`src/rtl/usb_rx_pkg.sv`:
```
// Shared types and constants for the USB full-speed receive front end.
package usb_rx_pkg;

   typedef enum logic [2:0] {
      IDLE,
      SYNC,
      DATA,
      EOP1,
      EOP2,
      ERR
   } rx_state_t;

   typedef enum logic [1:0] {
      LINE_J,
      LINE_K,
      LINE_SE0,
      LINE_SE1
   } line_state_t;

   localparam logic [7:0] SYNC_PATTERN        = 8'b0000_0001;
   localparam int         DEFAULT_STUFF_LIMIT = 6;
   localparam int         ERR_IDLE_BITS       = 8;

   function automatic line_state_t decode_line(input logic dp, input logic dm);
      line_state_t ls;
      case ({dp, dm})
         2'b10:   ls = LINE_J;
         2'b01:   ls = LINE_K;
         2'b00:   ls = LINE_SE0;
         default: ls = LINE_SE1;
      endcase
      return ls;
   endfunction

endpackage

```
`src/rtl/usb_bit_timer.sv`:
```
// Recovers bit timing: a free-running bit counter re-aligned on every D+ edge,
// producing a one-cycle sample strobe at mid-bit.
module usb_bit_timer #(
   parameter int CLKS_PER_BIT = 4
) (
   input  logic clk,
   input  logic n_rst,
   input  logic d_plus,
   output logic sample
);

   localparam int            CW   = $clog2(CLKS_PER_BIT);
   localparam logic [CW-1:0] LAST = CW'(CLKS_PER_BIT - 1);
   localparam logic [CW-1:0] MID  = CW'(CLKS_PER_BIT / 2);

   logic          prev_dp;
   logic [CW-1:0] count;

   always_ff @(posedge clk or negedge n_rst) begin
      if (!n_rst) begin
         prev_dp <= 1'b1;
         count   <= '0;
      end else begin
         prev_dp <= d_plus;
         if (d_plus != prev_dp)
            count <= '0;
         else if (count == LAST)
            count <= '0;
         else
            count <= count + CW'(1);
      end
   end

   assign sample = (count == MID);

endmodule

```
`src/rtl/usb_rx_decoder.sv`:
```
// USB full-speed receive front end: NRZI decode, bit unstuffing, SYNC and EOP
// detection, feeding a CRC-16 checker and the receive-packet controller.
module usb_rx_decoder
   import usb_rx_pkg::*;
#(
   parameter int CLKS_PER_BIT = 4,
   parameter int STUFF_LIMIT  = DEFAULT_STUFF_LIMIT
) (
   input  logic clk,
   input  logic n_rst,
   input  logic d_plus,
   input  logic d_minus,
   output logic d_decoded,
   output logic shift_enable,
   output logic crc_init,
   output logic eop,
   output logic rcving,
   output logic rcv_error
);

   localparam int OW = $clog2(STUFF_LIMIT + 1);

   logic          sample;
   logic          line_dp;
   logic          line_dm;
   logic          prev_nrzi;
   logic          decoded;
   logic [6:0]    sync_sr;
   logic [7:0]    sync_next;
   logic [2:0]    bit_cnt;
   logic [OW-1:0] ones_cnt;
   logic [2:0]    j_cnt;
   line_state_t   line;
   rx_state_t     state;

   usb_bit_timer #(
      .CLKS_PER_BIT(CLKS_PER_BIT)
   ) u_bit_timer (
      .clk   (clk),
      .n_rst (n_rst),
      .d_plus(d_plus),
      .sample(sample)
   );

   // The FSM looks at the line one clock late so that a bit shortened by
   // edge jitter is still sampled before the next transition lands.
   assign line      = decode_line(line_dp, line_dm);
   assign decoded   = (line_dp == prev_nrzi);
   assign sync_next = {sync_sr, decoded};

   always_ff @(posedge clk or negedge n_rst) begin
      if (!n_rst) begin
         line_dp      <= 1'b1;
         line_dm      <= 1'b0;
         prev_nrzi    <= 1'b1;
         state        <= IDLE;
         sync_sr      <= '0;
         bit_cnt      <= '0;
         ones_cnt     <= '0;
         j_cnt        <= '0;
         d_decoded    <= 1'b1;
         shift_enable <= 1'b0;
         crc_init     <= 1'b0;
         eop          <= 1'b0;
         rcving       <= 1'b0;
         rcv_error    <= 1'b0;
      end else begin
         line_dp      <= d_plus;
         line_dm      <= d_minus;
         shift_enable <= 1'b0;
         crc_init     <= 1'b0;
         eop          <= 1'b0;
         if (sample) begin
            prev_nrzi <= line_dp;
            if (line == LINE_SE1) begin
               rcv_error <= 1'b1;
               j_cnt     <= '0;
               state     <= ERR;
            end else begin
               case (state)
                  IDLE: begin
                     if (line == LINE_K) begin
                        sync_sr <= {6'b0, decoded};
                        bit_cnt <= 3'd1;
                        rcving  <= 1'b1;
                        state   <= SYNC;
                     end
                  end
                  SYNC: begin
                     if (line == LINE_SE0) begin
                        rcv_error <= 1'b1;
                        state     <= EOP1;
                     end else begin
                        sync_sr <= sync_next[6:0];
                        bit_cnt <= bit_cnt + 3'd1;
                        if (bit_cnt == 3'd7) begin
                           if (sync_next == SYNC_PATTERN) begin
                              crc_init  <= 1'b1;
                              rcv_error <= 1'b0;
                              ones_cnt  <= '0;
                              state     <= DATA;
                           end else begin
                              rcv_error <= 1'b1;
                              j_cnt     <= '0;
                              state     <= ERR;
                           end
                        end
                     end
                  end
                  DATA: begin
                     // After STUFF_LIMIT ones the transmitter must insert a 0,
                     // which is dropped; a 1 in that slot is a stuffing violation.
                     if (line == LINE_SE0) begin
                        state <= EOP1;
                     end else if (ones_cnt == OW'(STUFF_LIMIT)) begin
                        if (decoded) begin
                           rcv_error <= 1'b1;
                           j_cnt     <= '0;
                           state     <= ERR;
                        end else begin
                           ones_cnt <= '0;
                        end
                     end else begin
                        d_decoded    <= decoded;
                        shift_enable <= 1'b1;
                        ones_cnt     <= decoded ? ones_cnt + OW'(1) : '0;
                     end
                  end
                  EOP1: begin
                     if (line == LINE_SE0) begin
                        state <= EOP2;
                     end else begin
                        rcv_error <= 1'b1;
                        j_cnt     <= '0;
                        state     <= ERR;
                     end
                  end
                  EOP2: begin
                     if (line == LINE_J) begin
                        eop       <= !rcv_error;
                        rcving    <= 1'b0;
                        prev_nrzi <= 1'b1;
                        state     <= IDLE;
                     end else if (line == LINE_K) begin
                        rcv_error <= 1'b1;
                        j_cnt     <= '0;
                        state     <= ERR;
                     end
                  end
                  ERR: begin
                     // Recover on an EOP (reported silently) or a long idle J.
                     if (line == LINE_SE0) begin
                        state <= EOP2;
                     end else if (line == LINE_J) begin
                        if (j_cnt == 3'(ERR_IDLE_BITS - 1)) begin
                           rcving    <= 1'b0;
                           prev_nrzi <= 1'b1;
                           state     <= IDLE;
                        end else begin
                           j_cnt <= j_cnt + 3'd1;
                        end
                     end else begin
                        j_cnt <= '0;
                     end
                  end
                  default: state <= IDLE;
               endcase
            end
         end
      end
   end

endmodule
```
`config.mk`:
```
export PLATFORM = sky130hd
export DESIGN_NAME = usb_rx_decoder
export DESIGN_NICKNAME = d
export VERILOG_FILES = /design/src/rtl/usb_rx_pkg.sv /design/src/rtl/usb_bit_timer.sv /design/src/rtl/usb_rx_decoder.sv
export SDC_FILE = /design/constraint.sdc
export NUM_CORES = 1
export LEC_CHECK = 0
export ABC_CLOCK_PERIOD_IN_PS = 3300
export CAP_MARGIN = 20
export CORE_MARGIN = 2
export CORE_UTILIZATION = 25
export CTS_CLUSTER_DIAMETER = 40
export DETAILED_ROUTE_END_ITERATION = 12
export HOLD_SLACK_MARGIN = 0.1
export MAX_ROUTING_LAYER = met4
export PLACE_DENSITY = 0.42
export SYNTH_ARGS = -nofsm -noshare
export SYNTH_HDL_FRONTEND = slang
export SYNTH_SLANG_ARGS = --single-unit
```
`constraint.sdc`:
```
create_clock -name clk -period 3.3 [get_ports clk]
set_input_delay 0.495 -clock clk [delete_from_list [all_inputs] [get_ports clk]]
set_output_delay 0.495 -clock clk [all_outputs]
set_load 0.005 [all_outputs]
```
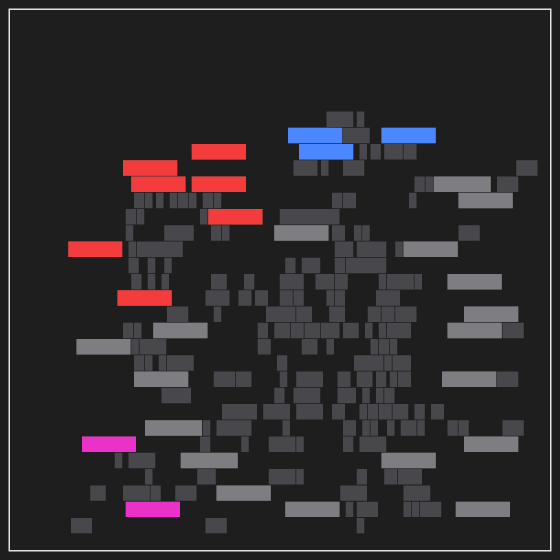
(images/ff_map.png)
Other sequential cells in the stronger grey, the rest of the logic in the fainter grey.
legend:
  `sync_sr`:
    colour: red
    flops: 7
  `ones_cnt`:
    colour: blue
    flops: 3
  `u_bit_timer.count`:
    colour: magenta
    flops: 2
not coloured: 18

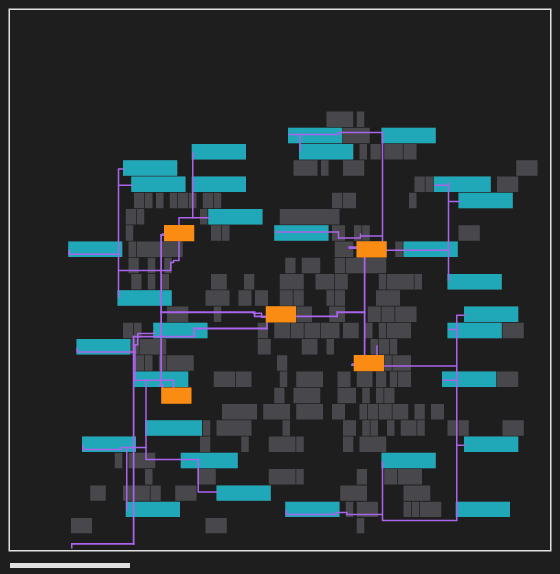
(images/clock_wires.png)
The bar under the picture is 20 um long.
legend:
  clock wires:
    colour: purple
    length: 511 um
  flip-flops:
    colour: cyan
    count: 30
  clock-net drivers:
    colour: orange
    count: 5
routed clock nets: 6
flops lie: widely spread

==> CHANGELOG.md <==
### Metrics

* Outcome: completed
* Peak VDD IR at between 0.15 and 0.2 mV
* Routed met2 length at between 1.5 and 2 mm
* Met2 GRT Util at between 10% and 20%
* Critical path, cell by cell: inv_1 > ha_1 > nand2_1 > o211ai_1 > or4b_1 > nor2_1 > mux2i_1
* Post-CTS setup buffers at 0
* Antenna diodes at 0
* Final GP Congestion at between 0.9 and 1
* Distinct cells, synth at approximately 48
* Initial DRC count at around 100
* Antenna violations before repair at 0
* Pwr/cell area at ~660 nW/um^2
* # H-tree levels at 2
* CTS tree: done
* Crit start category: flip-flop
* Post-Syn Nets at ~210
* Slowest Stage Delay on Critical Path at a little over 800 ps
* Root Buffer Master: clkbuf_8
* Final setup violation count at 0
* Achievable clock frequency at between 300 and 400 MHz
* Int Power at a little over 0.8 mW
* Max-slew headroom at about 40%
* Rows at 31
* Metal3 WL at 150 um
* RSZ-0062 raised after global routing: no
* Req. time, crit path at approximately 3400 ps
* Routed vias at roughly 1400
* WP data arrival at ~2700 ps
* Synth area leader: dfrtp_1
* Layout fillers at 791
* Commonest Layout Cell: nand2_1
* Flip-flops with a built-in enable at 0
* Synth-to-Final Area Change at 12.8%
* Place WS at around 770 ps
* Final Cycle Share at between 70% and 80%
* Core area at 7250 sq um
* Layout Cells excl Fill at 301
* Nets@finish at ~220
* Dpl cell area at between 2000 and 2500 sq um
* Primary FF master, synth: dfrtp_1
* Max-area cell share at 36.2%
* Tool warnings at 33
* Overall power at about 1.4 mW
* Via density at between 4 and 5
* Register share of total power at a little over two fifths
* Largest net degree at the start of global routing at 31
* Top cells excl fill/tap: nand2_1, dfrtp_1, ha_1
* NetSw at approximately 0.56 mW
* WS Path Type: reg -> reg
* Post-synth regs at 30
* Final max-slew violation count at 0
* Max_cap viols at 0
* Cells after synthesis at roughly 190
* Routing usage on met3 at ~2.6%
* Worst min path class: reg -> reg
* Num CTS Buffers at 5
* Clock Power at about 0.29 mW
* Worst-path fanout max at 20
* First-pass GRT wire length at between 6 and 7 mm
* Ports at 10
* Clk latency late pin at around 290 ps
* GRT Util Overall at a little over a tenth
* CTS clock-pin slew for the worst setup and hold paths at approximately 60 ps
* Sw Ratio at between 40% and 50%
* Top layer in use: met4
* Yosys warns at 0
* DRC violations left at 0
* Placed cell count at about 290
* Vias in the first global route at approximately 1400
* Critical path capture point type: flip-flop
* Async set-reset flop share out of synthesis at 100%
* First-pass iteration count of the detailed router at 4
* Seq. pwr at 0.583 mW
* Yosys Instances at ~190
* Combinational gate power at 0.511 mW
* Layout cells sized above 1 at between 10% and 20%
* Clk sinks at 30
* Post-Route WL at a little under 4 mm
* Fin area at 2100 sq um
* Leak Pwr at about 0.86 nW
* Setup TNS at 0 ps
* Worst hold slack at 462 ps
* Synthesized cell area at about 1900 sq um
* Drt wl/cell at roughly 13 um
* Max Clock Skew at roughly 6.7 ps
* Die Y at 90.4 um
* IO Port Bufs at 9
* Worst-margin pin slew at 897 ps
* Hold buffers post-CTS at 0
* Clock share of power at 20.8%
* Horiz. Die Dim at ~90 um
* Most Used Layer, Global Route: met2
* Delay-heaviest family, CP: simple AND/OR/NAND/NOR gates
* GR Overflow Total at 0
* Post-route minimum period at approximately 2500 ps
* Synth top cell by count: nand2_1
* Final WS setup at 792 ps
* Seq/Total Area, Yosys at slightly above 40%
* Comb pwr share at around 37%
* Yosys chip area at 1860 sq um
* Fp_density at 25.7%
* CTS resizes at 0
* Hpwl dp at 2.77 mm
* Syn avg cell area at ~9.7 sq um
* Commonest cells post-synth: nand2_1, dfrtp_1, ha_1, nor2_1, o21ai_1
* Final hold viol count at 0
* Met1 wire length at about 2 mm
* Met1 Track Usage GR at 15.1%
* Clock tree buffer depth at 2
* Slowest library cell on the worst path: or4b_1
* Worst path bufs/invs at 1
* Max power group: registers
* DRT antenna net count at 0
* DIE AREA at between 8000 and 9000 sq um
* Top cells by area: dfrtp_1, ha_1, nand2_1
* Post-layout util at slightly below 30%
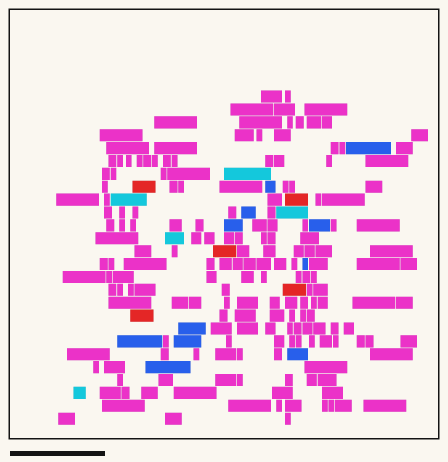
(images/sizing.png)
The bar under the picture is 20 um long.
legend:
  x6 and larger:
    colour: red
    cells: 5
    share: 2.5%
    most_used: clkbuf_8
  x2:
    colour: blue
    cells: 11
    share: 5.4%
    most_used: dfstp_2
  x1 and smaller:
    colour: magenta
    cells: 181
    share: 90%
    most_used: nand2_1
  x3 and x4:
    colour: cyan
    cells: 5
    share: 2.5%

## logic make-up after synthesis
logic type                 share of synthesized area (%)
muxes                                               5.70
and+or+nand+nor                                     24.6
DFF                                                 40.5
AOI/OAI and AO/OA                                   12.4
adders and majority gates                           9.40
buffers and inverters                               4.76
xor gates and xnor gates                            2.69
## layout make-up
class	instances	area [sq um]	share of cell area, %
well taps	99	124	5.89
inverters	7	26.3	1.25
flip-flops and latches	30	754	35.9
clock buffers	8	80.1	3.81
repair buffers	10	97.6	4.64
multi-input cells	147	1020	48.5
## worst paths after layout
check	slack, ps	from	cells past startpoint	endpoint
max in group asynchronous	2370	n_rst	2	d_decoded$_DFFE_PN1P_
setup reg to reg	790	u_bit_timer.prev_dp$_DFF_PN1_	7	bit_cnt[0]$_DFFE_PN0P_
hold reg to reg	460	u_bit_timer.count[0]$_DFF_PN0_	1	u_bit_timer.count[0]$_DFF_PN0_
setup / recovery	790	u_bit_timer.prev_dp$_DFF_PN1_	7	bit_cnt[0]$_DFFE_PN0P_
hold / removal	460	u_bit_timer.count[0]$_DFF_PN0_	1	u_bit_timer.count[0]$_DFF_PN0_
min in group asynchronous	600	n_rst	2	j_cnt[2]$_DFFE_PN0P_
## state kept, by name, summed over array words and instances, names as in the netlist
signal,cells
sync_sr,7
bit_cnt,3
j_cnt,3
ones_cnt,3
state,3
u_bit_timer.count,2
crc_init,1
d_decoded,1
eop,1
line_dm,1
prev_nrzi,1
rcv_error,1
rcving,1
shift_enable,1
u_bit_timer.prev_dp,1
## worst reg2reg max path: stages (launching register included)
cell and delay, ps:
dfstp_2 650, inv_1 110, ha_1 310, nand2_1 110
o211ai_1 100, or4b_1 810, nor2_1 190, mux2i_1 90
Power and IR drop assume default switching activity.
